==> images/metal_density.png <==
The die is cut into 26 by 26 equal tiles; dark blue is low, red is high, scaled to the fullest tile. Values are wire area over tile area, all layers added.
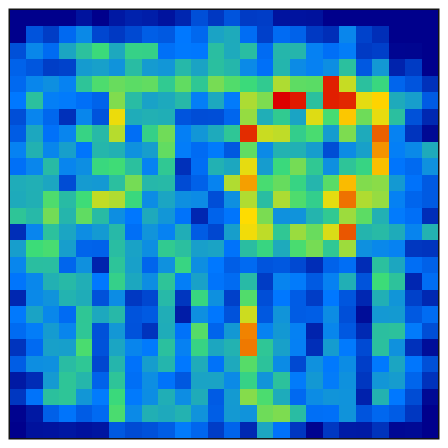
==> images/clk_routes.png <==
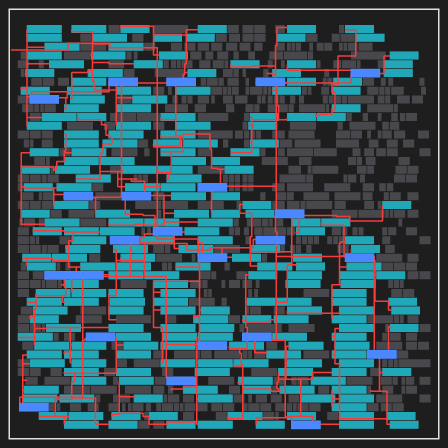
==> images/placement.png <==
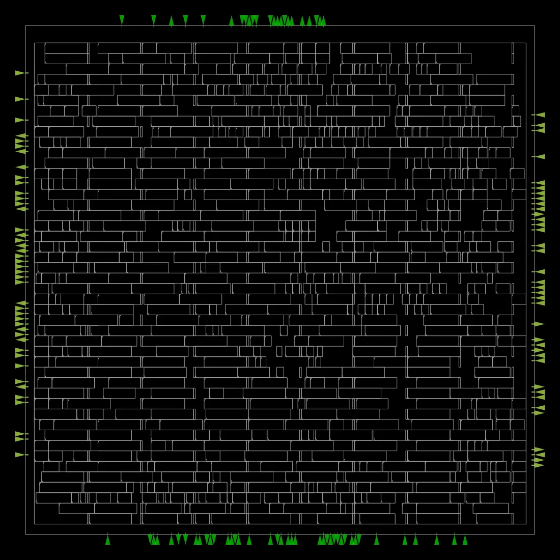
==> images/sizes.png <==
Scale bar: 50 µm.
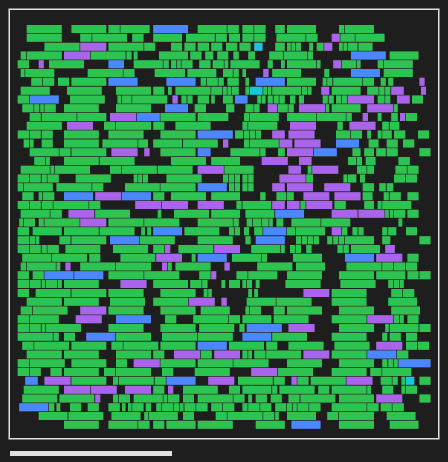
**config.mk**
```make
export PLATFORM = sky130hd
export DESIGN_NAME = wb_arbiter_flat
export DESIGN_NICKNAME = d
export VERILOG_FILES = /design/src/rtl/wb_arbiter_if.sv /design/src/rtl/wb_arbiter.sv /design/src/flat_wrapper.sv
export SDC_FILE = /design/constraint.sdc
export NUM_CORES = 1
export LEC_CHECK = 0
export CAP_MARGIN = 15
export CORE_MARGIN = 2
export CORE_UTILIZATION = 58
export CTS_CLUSTER_SIZE = 14
export DETAILED_ROUTE_END_ITERATION = 8
export GPL_TIMING_DRIVEN = 0
export HOLD_SLACK_MARGIN = 0.12
export PLACE_DENSITY_LB_ADDON = 0.2
export SYNTH_ARGS = -nofsm -noshare
export SYNTH_HDL_FRONTEND = slang
export SYNTH_SLANG_ARGS = --single-unit
```
**constraint.sdc**
```tcl
create_clock -name clk -period 6.6 [get_ports clk]
set_input_delay 0.99 -clock clk [delete_from_list [all_inputs] [get_ports clk]]
set_output_delay 0.99 -clock clk [all_outputs]
set_load 0.05 [all_outputs]
```
**src/rtl/wb_arbiter_if.sv**
```systemverilog
// Writeback arbiter bus bundle: ALU result, slow-path result, issue/check ports, regfile write.
// slave = arbiter side, master = execute/decode side driving results and operands.
// Optional WB_BYPASS_EN adds byp_hit1/byp_hit2/byp_data for same-cycle write/read forwarding.
interface wb_arbiter_if #(
   parameter int XLEN  = 32,
   parameter int DEPTH = 4
);
   localparam int CW = $clog2(DEPTH) + 1;

   logic            alu_valid;
   logic            alu_ready;
   logic [4:0]      alu_rd;
   logic [XLEN-1:0] alu_data;
   logic            mem_valid;
   logic            mem_ready;
   logic [4:0]      mem_rd;
   logic [XLEN-1:0] mem_data;
   logic            issue_valid;
   logic [4:0]      issue_rd;
   logic [4:0]      chk_rs1;
   logic [4:0]      chk_rs2;
   logic [4:0]      chk_rd;
   logic            stall;
   logic            RegWrite;
   logic [4:0]      rd;
   logic [XLEN-1:0] WriteData;
   logic [CW-1:0]   fifo_count;
`ifdef WB_BYPASS_EN
   logic            byp_hit1;
   logic            byp_hit2;
   logic [XLEN-1:0] byp_data;
`endif

   modport slave (
`ifdef WB_BYPASS_EN
      output byp_hit1, byp_hit2, byp_data,
`endif
      input  alu_valid, alu_rd, alu_data,
      input  mem_valid, mem_rd, mem_data,
      input  issue_valid, issue_rd, chk_rs1, chk_rs2, chk_rd,
      output alu_ready, mem_ready, stall, RegWrite, rd, WriteData, fifo_count
   );

   modport master (
`ifdef WB_BYPASS_EN
      input  byp_hit1, byp_hit2, byp_data,
`endif
      output alu_valid, alu_rd, alu_data,
      output mem_valid, mem_rd, mem_data,
      output issue_valid, issue_rd, chk_rs1, chk_rs2, chk_rd,
      input  alu_ready, mem_ready, stall, RegWrite, rd, WriteData, fifo_count
   );
endinterface

```
**src/rtl/wb_arbiter.sv**
```systemverilog
// Writeback arbiter: merges ALU results and FIFO-buffered slow results onto the single regfile write port, plus RAW scoreboard.
// Latency: ALU 1 cycle to RegWrite; slow path >= 2 cycles (push edge, then pop/write edge).
// Backpressure: alu_ready/mem_ready both drop only when the FIFO is full; full FIFO forces a head pop.
// Ports: clk, rst_n (async active-low), bus (wb_arbiter_if.slave). Macro WB_BYPASS_EN adds forwarding outputs.
module wb_arbiter #(
   parameter int DEPTH = 4,
   parameter int XLEN  = 32
) (
   input  logic         clk,
   input  logic         rst_n,
   wb_arbiter_if.slave  bus
);
   localparam int AW = $clog2(DEPTH);
   localparam int CW = AW + 1;
   localparam logic [CW-1:0] FULL_CNT = CW'(DEPTH);

   logic [4:0]      q_rd   [DEPTH];
   logic [XLEN-1:0] q_data [DEPTH];
   logic [AW-1:0]   wr_ptr;
   logic [AW-1:0]   rd_ptr;
   logic [CW-1:0]   count;
   logic [31:0]     pending;
   logic [31:0]     pend_nxt;

   logic            full;
   logic            push;
   logic            pop;
   logic            alu_win;
   logic            win_vld;
   logic [4:0]      win_rd;
   logic [XLEN-1:0] win_data;
   logic [4:0]      head_rd;
   logic [XLEN-1:0] head_data;

   logic            reg_write;
   logic [4:0]      rd_q;
   logic [XLEN-1:0] wdata_q;

   // Readiness depends on occupancy only, so a same-cycle pop never frees a slot
   // and there is no mem_valid -> mem_ready path.
   assign full          = (count == FULL_CNT);
   assign bus.mem_ready = ~full;
   assign bus.alu_ready = ~full;

   assign push    = bus.mem_valid & ~full;
   assign alu_win = bus.alu_valid & ~full;
   // Full FIFO always drains its head; otherwise the head only goes when the ALU is quiet.
   assign pop     = full | (~bus.alu_valid & (count != '0));
   assign win_vld = pop | alu_win;

   assign head_rd   = q_rd[rd_ptr];
   assign head_data = q_data[rd_ptr];
   assign win_rd    = pop ? head_rd   : bus.alu_rd;
   assign win_data  = pop ? head_data : bus.alu_data;

   // Clear before set so an issue to the register being retired this cycle stays pending.
   always_comb begin
      pend_nxt = pending;
      if (pop)
         pend_nxt[head_rd] = 1'b0;
      if (bus.issue_valid)
         pend_nxt[bus.issue_rd] = 1'b1;
      pend_nxt[0] = 1'b0;
   end

   assign bus.stall = pending[bus.chk_rs1] | pending[bus.chk_rs2] | pending[bus.chk_rd];

   // Storage needs no reset: contents are only observed behind a valid count.
   always_ff @(posedge clk) begin
      if (push) begin
         q_rd[wr_ptr]   <= bus.mem_rd;
         q_data[wr_ptr] <= bus.mem_data;
      end
   end

   always_ff @(posedge clk or negedge rst_n) begin
      if (!rst_n) begin
         wr_ptr    <= '0;
         rd_ptr    <= '0;
         count     <= '0;
         pending   <= '0;
         reg_write <= 1'b0;
         rd_q      <= '0;
         wdata_q   <= '0;
      end else begin
         if (push)
            wr_ptr <= wr_ptr + AW'(1);
         if (pop)
            rd_ptr <= rd_ptr + AW'(1);
         case ({push, pop})
            2'b10:   count <= count + CW'(1);
            2'b01:   count <= count - CW'(1);
            default: count <= count;
         endcase
         pending <= pend_nxt;
         // An rd=0 winner still consumes its slot; only the enable is suppressed.
         reg_write <= win_vld & (win_rd != 5'd0);
         if (win_vld) begin
            rd_q    <= win_rd;
            wdata_q <= win_data;
         end
      end
   end

   assign bus.RegWrite   = reg_write;
   assign bus.rd         = rd_q;
   assign bus.WriteData  = wdata_q;
   assign bus.fifo_count = count;

`ifdef WB_BYPASS_EN
   assign bus.byp_hit1 = reg_write & (rd_q == bus.chk_rs1) & (rd_q != 5'd0);
   assign bus.byp_hit2 = reg_write & (rd_q == bus.chk_rs2) & (rd_q != 5'd0);
   assign bus.byp_data = wdata_q;
`endif
endmodule

```
**src/flat_wrapper.sv**
```systemverilog
// flat-port wrapper written by rule: the top's interface ports become plain ports
module wb_arbiter_flat 
#(
   parameter int DEPTH = 4,
   parameter int XLEN  = 32
)
  (clk, rst_n, bus_alu_valid, bus_alu_rd, bus_alu_data, bus_mem_valid, bus_mem_rd, bus_mem_data, bus_issue_valid, bus_issue_rd, bus_chk_rs1, bus_chk_rs2, bus_chk_rd, bus_alu_ready, bus_mem_ready, bus_stall, bus_RegWrite, bus_rd, bus_WriteData, bus_fifo_count);
  wb_arbiter_if #(.XLEN(XLEN), .DEPTH(DEPTH)) bus_i ();
  input  logic clk;
  input  logic rst_n;
  input wire logic [$bits(bus_i.alu_valid)-1:0] bus_alu_valid;
  input wire logic [$bits(bus_i.alu_rd)-1:0] bus_alu_rd;
  input wire logic [$bits(bus_i.alu_data)-1:0] bus_alu_data;
  input wire logic [$bits(bus_i.mem_valid)-1:0] bus_mem_valid;
  input wire logic [$bits(bus_i.mem_rd)-1:0] bus_mem_rd;
  input wire logic [$bits(bus_i.mem_data)-1:0] bus_mem_data;
  input wire logic [$bits(bus_i.issue_valid)-1:0] bus_issue_valid;
  input wire logic [$bits(bus_i.issue_rd)-1:0] bus_issue_rd;
  input wire logic [$bits(bus_i.chk_rs1)-1:0] bus_chk_rs1;
  input wire logic [$bits(bus_i.chk_rs2)-1:0] bus_chk_rs2;
  input wire logic [$bits(bus_i.chk_rd)-1:0] bus_chk_rd;
  output wire logic [$bits(bus_i.alu_ready)-1:0] bus_alu_ready;
  output wire logic [$bits(bus_i.mem_ready)-1:0] bus_mem_ready;
  output wire logic [$bits(bus_i.stall)-1:0] bus_stall;
  output wire logic [$bits(bus_i.RegWrite)-1:0] bus_RegWrite;
  output wire logic [$bits(bus_i.rd)-1:0] bus_rd;
  output wire logic [$bits(bus_i.WriteData)-1:0] bus_WriteData;
  output wire logic [$bits(bus_i.fifo_count)-1:0] bus_fifo_count;
  assign bus_i.alu_valid = bus_alu_valid;
  assign bus_i.alu_rd = bus_alu_rd;
  assign bus_i.alu_data = bus_alu_data;
  assign bus_i.mem_valid = bus_mem_valid;
  assign bus_i.mem_rd = bus_mem_rd;
  assign bus_i.mem_data = bus_mem_data;
  assign bus_i.issue_valid = bus_issue_valid;
  assign bus_i.issue_rd = bus_issue_rd;
  assign bus_i.chk_rs1 = bus_chk_rs1;
  assign bus_i.chk_rs2 = bus_chk_rs2;
  assign bus_i.chk_rd = bus_chk_rd;
  assign bus_alu_ready = bus_i.alu_ready;
  assign bus_mem_ready = bus_i.mem_ready;
  assign bus_stall = bus_i.stall;
  assign bus_RegWrite = bus_i.RegWrite;
  assign bus_rd = bus_i.rd;
  assign bus_WriteData = bus_i.WriteData;
  assign bus_fifo_count = bus_i.fifo_count;
  wb_arbiter #(.DEPTH(DEPTH), .XLEN(XLEN)) u_core (.clk(clk), .rst_n(rst_n), .bus(bus_i));
endmodule
```
==> impl_metrics.json <==
{
  "status": "complete, no violations",
  "cp-endpoint": "bus_stall",
  "r2r_slack_ns": 3.74,
  "fin_setup_tns_ns": 0,
  "met3_wirelength_mm": 1.83,
  "io_buffers": 137,
  "crit_arrival_ns": 3.59,
  "p_leak_nw": 4.38,
  "dieWidth_um": 132,
  "synth_flops": 224,
  "ff_count": 224,
  "whs_ns": 0.385,
  "crit_path_start": "bus_chk_rs2[1]",
  "core_um2": 16000,
  "cp_top_family": "buffers and inverters",
  "cts_resized": 0,
  "xor_area_share_pct": 0.550,
  "cts_root_buf": "clkbuf_16",
  "simple_gate_area_share_pct": 5.07,
  "edf_count": 148,
  "postSynthSeqShare_pct": 66.4,
  "crit_type": "in -> out",
  "bufAreaShareNonClock_pct": 13.3,
  "cp_max_fo": 10,
  "synthTopCellsByCount": "edfxtp_1, o21ai_0, dfrtp_1, mux4_2, nand2_1",
  "detail-route-antenna-nets": 0,
  "hpwl_mm": 15.3,
  "first_global_vias": 6360,
  "aoi_share_pct": 6.62,
  "path_buffers": 3,
  "peakVddDrop_mv": 0.417,
  "layout_top_cells": "edfxtp_1, clkdlybuf4s50_1, o21ai_0",
  "fa_ha_area_share_pct": 0.864,
  "flop_area_um2": 6350,
  "drive_gt1_share_pct": 16.5,
  "grt_max_degree": 54,
  "fin_crit_ns": 4.58,
  "slew_headroom_pct": 40.4,
  "synth_area_per_cell_um2": 16.1,
  "maxSlewViolCount": 0,
  "cts.htree.levels": 1,
  "finalHoldViolCount": 0,
  "timing.rr.end": "u_core.bus.fifo_count[2]",
  "ys_top_logic_family": "multiplexers",
  "cellPowerDensity_nw_per_um2": 489
}
Notes on metal_density.png above:
mean over tiles: 0.22
emptiest ninth of the die: south-east
fullest tile: 0.68
Routed WL per cell: 23.2 µm
Total GRT Usage: 27.2%
Vias: 6092
final WL: 23.1 mm

Notes on clk_routes.png above:
legend:
  blue:
    item: clock drivers
    count: 23
  red:
    item: clock wires
    length: 2430 µm
  cyan:
    item: flip-flops
    count: 224
routed clock nets: 24
flops lie: all over the die
Clock Skew: 0.0124 ns
clk ins delay skew pair: 0.52 ns
Clock power frac: 23.5%
Clk power: 1.39 mW

Notes on placement.png above:
std cell rows: 46
fraction of area in registers: 52.3%

Notes on sizes.png above:
legend:
  green:
    size: _0 and _1 cells
    cells: 650
    share: 84%
    most_used: edfxtp_1
  purple:
    size: _2 cells
    cells: 87
    share: 11%
    most_used: mux4_2
  blue:
    size: _6 and larger
    cells: 38
    share: 4.9%
    most_used: clkbuf_16
  cyan:
    size: _3 and _4 cells
    cells: 3
    share: 0.39%
    most_used: buf_4
Non-clock buffers: 171
Layout area overhead: 26.9%
final worst-path setup slack: 2.02 ns

sequential cells by signal (all words and copies together), names as in the netlist:
signal	count
u_core.bus.RegWrite	1
u_core.bus.WriteData	32
u_core.q_data	128
u_core.rd_ptr	2
u_core.bus.fifo_count	3
u_core.pending	31
u_core.q_rd	20
u_core.wr_ptr	2
u_core.bus.rd	5
where the power goes:
part	total [mW]	internal, mW	switching (mW)
Combinational	2.36	0.963	1.40
Sequential	2.18	1.94	0.236
Clock	1.39	0.856	0.539
Total	5.93	3.76	2.17
routing by layer:
| metal | global-route usage (%) | up-vias |
|---|---|---|
| met5 | 0 | - |
| met4 | 9.38 | 0 |
| met3 | 5.73 | 57 |
| met2 | 44.6 | 279 |
| met1 | 36.7 | 3085 |
| li1 | - | 2671 |
Power figures rest on the tool's default switching activity, not on a simulated workload.
